==> config.mk <==
export PLATFORM = sky130hd
export DESIGN_NAME = unidade_de_busca
export DESIGN_NICKNAME = d
export VERILOG_FILES = /design/src/rtl/unidade_de_busca.sv
export SDC_FILE = /design/constraint.sdc
export NUM_CORES = 1
export LEC_CHECK = 0
export ABC_CLOCK_PERIOD_IN_PS = 1700
export CAP_MARGIN = 0
export CORE_UTILIZATION = 44
export CTS_CLUSTER_DIAMETER = 30
export DETAILED_ROUTE_END_ITERATION = 7
export PLACE_DENSITY = 0.88
export SETUP_SLACK_MARGIN = 0.02
export SLEW_MARGIN = 20
export SYNTH_ARGS = -nofsm -noshare
export SYNTH_HDL_FRONTEND = slang
export SYNTH_SLANG_ARGS = --single-unit
==> constraint.sdc <==
create_clock -name clk -period 1.7 [get_ports clk]
set_clock_uncertainty 0.15 [all_clocks]
set_input_delay 0.17 -clock clk [delete_from_list [all_inputs] [get_ports clk]]
set_output_delay 0.17 -clock clk [all_outputs]
set_load 0.05 [all_outputs]
Figure 1. Placed cells, one colour a class.
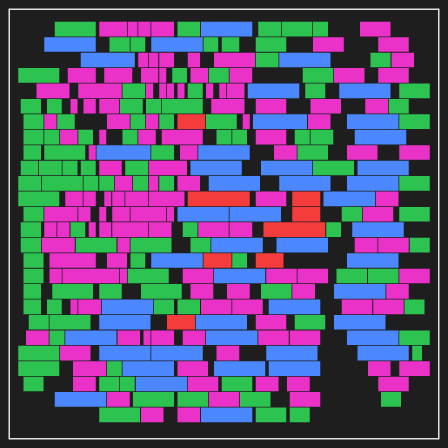
- magenta: remaining logic cells (cells 127; share of their area 36%)
- green: remaining buffers and delay cells (cells 107; share of their area 32%)
- blue: sequential cells (cells 46; share of their area 29%)
- red: clock drivers and dummy loads (cells 8; share of their area 3.6%)
core area: 0.00514 mm^2
Seq area share: 28.5%
fin util: 78.9%
post-route cell area: 0.00405 mm^2
Rows: 26

Figure 2. Floorplan with the power grid.
Bar = 20 um. Pins as bars on the die edge.
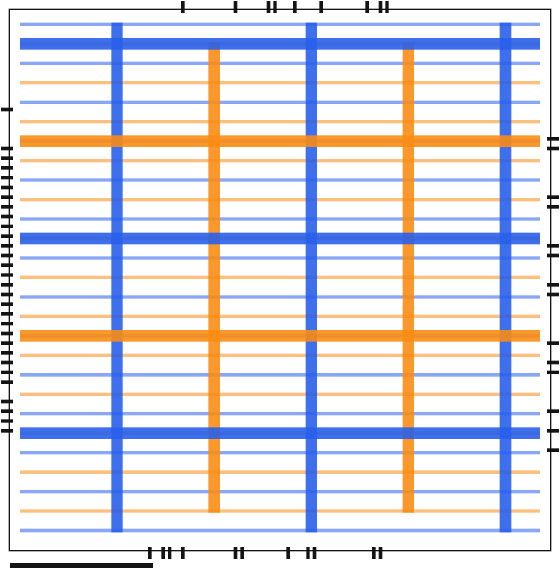
- blue: VSS
- orange: VDD
- met4 straps: 5
- met5 straps: 5
die height: 75.4 um
Die Width: 75.4 um
peak supply drop: 0.601 mV

==> reports/metrics.yaml <==
outcome:
  status: "complete, but fails checks"
  violations: "setup timing"
pwr:
  clockPowerShare_pct: 21.7
worst_setup_path:
  r2r_slack_ns: -0.12
  cp_slowest_cell: "dfrtp_1"
  endpoint_kind: "output port"
  cp_max_fo: 3
  critPathTopFamily: "flip-flops"
  r2r_cells: 7
  worstSetupPathDepth: 6
  path_buffers: 2
  cp.arrival_ns: 1.70
cells_and_area:
  lay_top_cells: "dfrtp_1, mux2_4, buf_4"
  final-comb-area_mm2: 0.00140
  antenna_cells: 0
  layout_top_cell: "dfrtp_1"
  fin_nets: 318
  final-instance-count-excl-fill: 358
route:
  dr.first_iter.drc_count: 86
  ant_nets: 0
  first_pass_iters: 4
  drc: 0
place:
  placed_cell_area_mm2: 0.00341
  post-place-ws_ns: -0.454
clock_tree:
  cts_buffer_depth: 2
  htreeDepth: 2
  worstSkewPairLatency_ns: 0.30
floorplan:
  fp_util_pct: 46.2
  dieArea_mm2: 0.00569
yosys:
  avgSynthCellArea_um2: 12.6
  yosysTopAreaCellShare_pct: 48.5
  synth_nets: 219
  synth.most_common_cell: "mux2_2"
  netlist-cell-type-count: 39
  syn_inst: 188
timing:
  fin_ws_ns: -0.324
  slew_viol_final: 0
  timing.fmax_mhz: 494
  finalSetupViolations: 48
  finalHoldViolations: 0
global_route:
  grtUsageTotal_pct: 24.8
  overflow: 0
  grt_pass1_vias: 2023
worst_hold_path:
  min_path_type: "input port to async pin"
flow_run:
  cap_viol_max_count: 0
kinds of logic (layout without fill, tap and decap cells):
family | after synthesis | in the layout | share of synthesized area [%]
flops | 46 | 46 | 48.5
xor+xnor | 3 | 3 | 1.11
fa+ha+maj | 1 | 1 | 0.527
mux | 62 | 62 | 29.2
compound gates | 19 | 19 | 4.90
buf+inv | 18 | 117 | 5.17
simple gates | 39 | 40 | 10.6
power groups by stage:
stage	Combinational [uW]	Clock [uW]	Sequential, uW
6_report	2140	997	1470
5_1_grt	2220	1050	1490
4_1_cts	2120	999	1450
3_5_place_dp	1650	0	1460
3_3_place_gp	1620	0	1430
2_1_floorplan	1110	0	1410
stage by stage:
stage | hold slack [ns] | util (%)
2_1_floorplan | -0.276 | -
3_3_place_gp | 0.149 | 66.3
3_5_place_dp | 0.162 | 66.3
4_1_cts | 0.0342 | 78.9
5_1_grt | 0.0735 | 78.9
6_report | 0.0374 | 78.9
what timing repair did:
item                                   CTS  global route
resized                                100             9
buffers inserted                        11             1
endpoints found under the hold margin    3             0
setup endpoints to repair               49            65
cloned                                   3             0
pin swaps                               12             3
hold buffers                             1             0
metal layers:
metal | wire [um] | GRT usage, % | up-vias
li1 | - | - | 868
met1 | 2690 | 27.5 | 976
met2 | 3730 | 47.9 | 61
met3 | 320 | 4.89 | 10
met4 | 96 | 6.79 | 0
met5 | 0 | 0 | -
layout make-up:
| type | instances | area share, % |
|---|---|---|
| Sequential cell | 46 | 28.5 |
| Tap cell | 70 | 2.16 |
| Clock inverter | 2 | 1.48 |
| Timing Repair Buffer | 107 | 31.0 |
| Multi-Input combinational cell | 125 | 34.6 |
| Inverter | 2 | 0.185 |
| Clock buffer | 6 | 2.04 |
Power is estimated from default activity; no workload was simulated.
